[src/rtl/test.sv]
// test: free-running UART-style frame generator sending an incrementing 8-bit payload.
// Optional even-parity bit after the data bits is enabled by defining TEST_PARITY_EN.
module test #(
  parameter int CLKS_PER_BIT = 4,
  parameter int GAP_BITS = 2
) (
  input  logic clk,
  input  logic rst,
  output logic out
);
`ifdef TEST_PARITY_EN
  typedef enum logic [2:0] {GAP, START, DATA, PARITY, STOP} state_t;
`else
  typedef enum logic [2:0] {GAP, START, DATA, STOP} state_t;
`endif
  state_t state, nxt;
  logic [15:0] cnt;
  logic [3:0] bit_idx, nbits;
  logic [7:0] payload;
  logic bit_v, bit_end, last;
  // state/counters describe the cycle about to be driven onto out at the next edge
  always_comb begin
    nbits = state == GAP ? 4'(GAP_BITS) : state == DATA ? 4'd8 : 4'd1;
    bit_v = state == START ? 1'b0 : state == DATA ? payload[bit_idx[2:0]] : 1'b1;
`ifdef TEST_PARITY_EN
    if (state == PARITY) bit_v = ^payload;
    nxt = state == GAP ? START : state == START ? DATA : state == DATA ? PARITY : state == PARITY ? STOP : GAP;
`else
    nxt = state == GAP ? START : state == START ? DATA : state == DATA ? STOP : GAP;
`endif
    bit_end = cnt == 16'(CLKS_PER_BIT - 1);
    last = bit_end && bit_idx == nbits - 4'd1;
  end
  always_ff @(posedge clk) begin
    if (rst) begin
      out <= 1'b1;
      state <= GAP;
      cnt <= '0;
      bit_idx <= '0;
      payload <= '0;
    end else begin
      out <= bit_v;
      cnt <= bit_end ? 16'd0 : cnt + 16'd1;
      bit_idx <= last ? 4'd0 : bit_end ? bit_idx + 4'd1 : bit_idx;
      if (last) state <= nxt;
      if (last && state == STOP) payload <= payload + 8'd1;
    end
  end
endmodule

[config.mk]
export PLATFORM = sky130hd
export DESIGN_NAME = test
export DESIGN_NICKNAME = d
export VERILOG_FILES = /design/src/rtl/test.sv
export SDC_FILE = /design/constraint.sdc
export NUM_CORES = 1
export LEC_CHECK = 0
export CORE_MARGIN = 2
export CORE_UTILIZATION = 41
export DETAILED_ROUTE_END_ITERATION = 7
export GPL_TIMING_DRIVEN = 1
export SYNTH_ARGS = -nofsm -noshare
export SYNTH_HDL_FRONTEND = slang
export SYNTH_SLANG_ARGS = --single-unit
[constraint.sdc]
create_clock -name clk -period 5.3 [get_ports clk]
set_clock_uncertainty 0.2 [all_clocks]
set_input_delay 1.06 -clock clk [delete_from_list [all_inputs] [get_ports clk]]
set_output_delay 1.06 -clock clk [all_outputs]
set_load 0.1 [all_outputs]
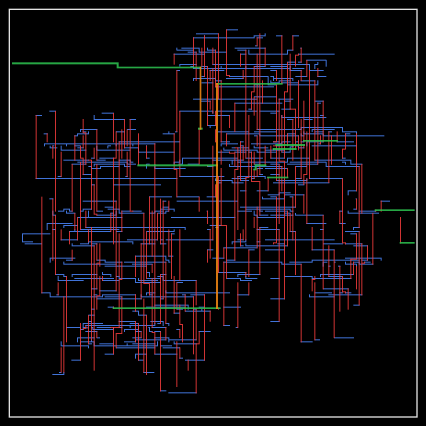
*Wiring by layer*
(6 px per um)
| layer | color | wire length |
|---|---|---|
| met3 | green | 102 um |
| met2 | red | 1550 um |
| met1 | blue | 1360 um |
| met4 | orange | 47.6 um |
total via count after detailed routing: 1223
combined global-route utilization of all metal layers: 15.8%
Routed WL per cell: 13.3 um
total wire length after detailed routing: 3070 um

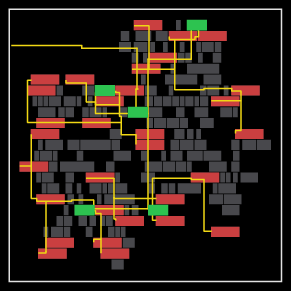
*Clock wires, drivers and flops*
(4 px per um)
[cells driving clock nets] green | count: 5
[flip-flops] red | count: 31
[clock wires] yellow | length: 445 um
flops lie: spread over the die
routed clock nets: 6
worst skew pair latency: 0.29 ns
power of the clock network: 0.178 mW
fraction of power consumed by the clock network: 40.1%

==> report_table.html <==
<p>Metrics extracted from the flow reports.</p>
<table>
<tr><th>Metric</th><th>Value</th></tr>
<tr><th colspan="2">Status</th></tr>
<tr><td>Run status</td><td>complete, no violations</td></tr>
<tr><th colspan="2">Power and ir drop</th></tr>
<tr><td>Psw</td><td>0.105 mW</td></tr>
<tr><td>Comb group</td><td>0.0229 mW</td></tr>
<tr><td>Sw Ratio</td><td>23.7%</td></tr>
<tr><td>Power Density</td><td>248 nW/um^2</td></tr>
<tr><td>Power Internal</td><td>0.338 mW</td></tr>
<tr><td>Leakage power summed over all cells</td><td>0.607 nW</td></tr>
<tr><th colspan="2">Critical path</th></tr>
<tr><td>WP data required</td><td>4.04 ns</td></tr>
<tr><td>Startpoint Class</td><td>flip-flop</td></tr>
<tr><td>Cell-by-cell listing of the critical path</td><td>clkdlybuf4s50_1</td></tr>
<tr><td>Highest cell delay on the worst timing path</td><td>1.12 ns</td></tr>
<tr><td>Endpoint kind of the worst setup timing path</td><td>output pin</td></tr>
<tr><td>Arrival time worst endpoint</td><td>1.71 ns</td></tr>
<tr><th colspan="2">STA</th></tr>
<tr><td>Final period utilization</td><td>56.1%</td></tr>
<tr><td>Slew HR</td><td>35.8%</td></tr>
<tr><td>Final hold viol count</td><td>0</td></tr>
<tr><th colspan="2">Synth</th></tr>
<tr><td>Synthesized cell area</td><td>1660 um^2</td></tr>
<tr><td>Post-synth area hogs</td><td>sky130_fd_sc_hd__dfxtp_1 (37%), sky130_fd_sc_hd__ha_1 (6.0%), sky130_fd_sc_hd__xor2_1 (5.8%), sky130_fd_sc_hd__nor2_1 (5.6%), sky130_fd_sc_hd__xnor2_1 (4.7%)</td></tr>
<tr><td>Area fraction in full adders, half adders and majority gates</td><td>6.02%</td></tr>
<tr><td>Leading post-synthesis cells by instance count</td><td>sky130_fd_sc_hd__dfxtp_1 (31), sky130_fd_sc_hd__nor2_1 (25), sky130_fd_sc_hd__xor2_1 (11)</td></tr>
<tr><td>Number of cell instances after yosys synthesis</td><td>177</td></tr>
<tr><td>Largest area contributor in the synthesized netlist</td><td>sky130_fd_sc_hd__dfxtp_1</td></tr>
<tr><td>Synth Area in Compound Gates</td><td>5.79%</td></tr>
<tr><td>MUX area fraction</td><td>5.79%</td></tr>
<tr><td>Largest type area fraction</td><td>37.3%</td></tr>
<tr><td>Warning count from the yosys run</td><td>0</td></tr>
<tr><td>Number of distinct library cell variants in the gate-level netlist after synthesis</td><td>42</td></tr>
<tr><th colspan="2">GRT</th></tr>
<tr><td>Pin count of the biggest net entering global routing</td><td>19</td></tr>
<tr><td>Vias in the first global route</td><td>1187</td></tr>
<tr><td>GRT Residual Overflow</td><td>0</td></tr>
<tr><th colspan="2">Route</th></tr>
<tr><td>Number of DRC markers in iteration 0</td><td>36</td></tr>
<tr><td>DR pass1 iterations</td><td>4</td></tr>
<tr><td>Average via count per standard cell</td><td>5.29</td></tr>
<tr><th colspan="2">Floorplanning</th></tr>
<tr><td>Total Die Area</td><td>4580 um^2</td></tr>
<tr><td>Core Rows</td><td>23</td></tr>
<tr><td>Chip height</td><td>67.7 um</td></tr>
<tr><th colspan="2">Finish</th></tr>
<tr><td>Seq. cell area</td><td>621 um^2</td></tr>
<tr><td>Post-layout util</td><td>45.3%</td></tr>
<tr><th colspan="2">Clock tree</th></tr>
<tr><td>Post CTS Setup Buffer Count</td><td>0</td></tr>
<tr><td>CTS Sinks</td><td>31</td></tr>
<tr><td>Num CTS Buffers</td><td>5</td></tr>
<tr><th colspan="2">Placed design</th></tr>
<tr><td>Port Buf Inserts</td><td>2</td></tr>
<tr><td>Half-perimeter wire length after placement</td><td>2190 um</td></tr>
<tr><th colspan="2">Job</th></tr>
<tr><td>Max Cap Viol</td><td>0</td></tr>
</table>
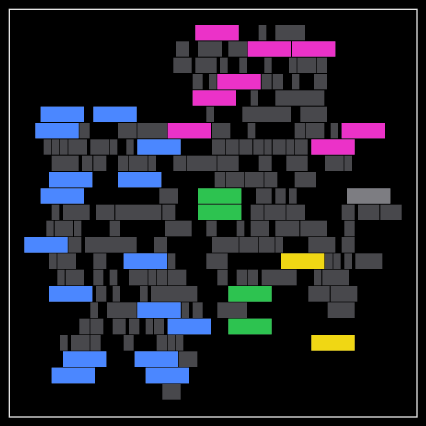
*Where the registers sit*
(6 px per um) Other sequential cells in the stronger gray, the rest of the logic in the fainter gray.
| netlist name | color | placed flops |
|---|---|---|
| state | yellow | 2 |
| bit_idx | green | 4 |
| cnt | blue | 16 |
| payload | magenta | 8 |
P_seq: 0.242 mW
sequential portion of the cell area: 34.8%

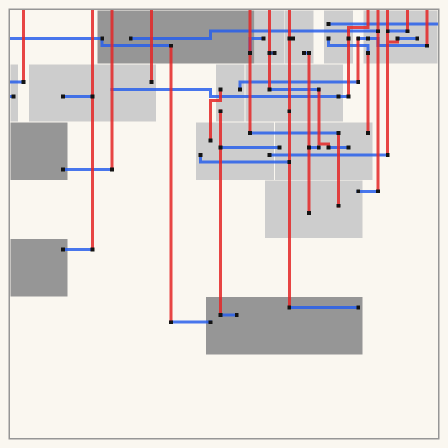
*A small window of the routed layout*
Window x 41 to 61, y 7 to 27 um. Cells in gray, sequential cells in the stronger gray; small squares are vias.
| layer | color |
|---|---|
| met2 | red |
| met1 | blue |
sequential cells in the window: 2
cells with their middle in the window: 12
netlist names of flops here include: state (2)
most frequent: ha_1 (3)

[area by class of cell]
class | instances | area share (%)
Inverter | 6 | 1.26
Multi-Input combinational cell | 134 | 54.8
Sequential cell | 31 | 34.8
Timing Repair Buffer | 2 | 1.12
Tap cell | 50 | 3.50
Clock buffer | 7 | 4.27
Clock inverter | 1 | 0.280
[worst register-to-register path: cells and delay by family (launching register included)]
family	cells	cell delay, ns
compound gates	2	0.37
mux	1	0.19
fa+ha+maj	1	0.27
buf+inv	1	0.11
xor+xnor	1	0.17
flops	1	0.43
simple gates	1	0.80
[cell families (layout without fill, tap and decap cells)]
logic type / after synthesis / after routing
AND-OR/OR-AND: 14 / 14
AND/OR/NAND/NOR: 84 / 84
multiplexers: 7 / 7
buffers and inverters: 12 / 16
adder cells (fa/ha/maj): 8 / 8
flip-flops: 31 / 31
XOR/XNOR: 21 / 21
[per-stage QoR]
| stage | cell area, um^2 | worst slack, ns |
|---|---|---|
| 3_5_place_dp | 1700 | 2.29 |
| 2_1_floorplan | 1660 | 3.13 |
| 3_3_place_gp | 1700 | 2.35 |
| 4_1_cts | 1790 | 2.31 |
| 5_1_grt | 1790 | 2.27 |
| 6_report | 1790 | 2.33 |
[per-layer routing]
metal  GRT usage, %  vias to the layer above  routed length (um)
li1               -                      623                   -
met1           17.7                      576                1360
met2           27.6                       19                1550
met3           5.00                        5                 101
met4           6.38                        0                  47
met5              0                        -                   0
[final timing paths]
path	start	endpoint	cells past startpoint
max	out$_SDFF_PP1_	out	1
min	cnt[0]$_SDFF_PP0_	cnt[0]$_SDFF_PP0_	1
max reg2reg	state[0]$_SDFFE_PP0P_	payload[5]$_SDFFE_PP0P_	7
min reg2reg	cnt[0]$_SDFF_PP0_	cnt[0]$_SDFF_PP0_	1
No activity file was given, so power comes from the tool's default toggle rates.
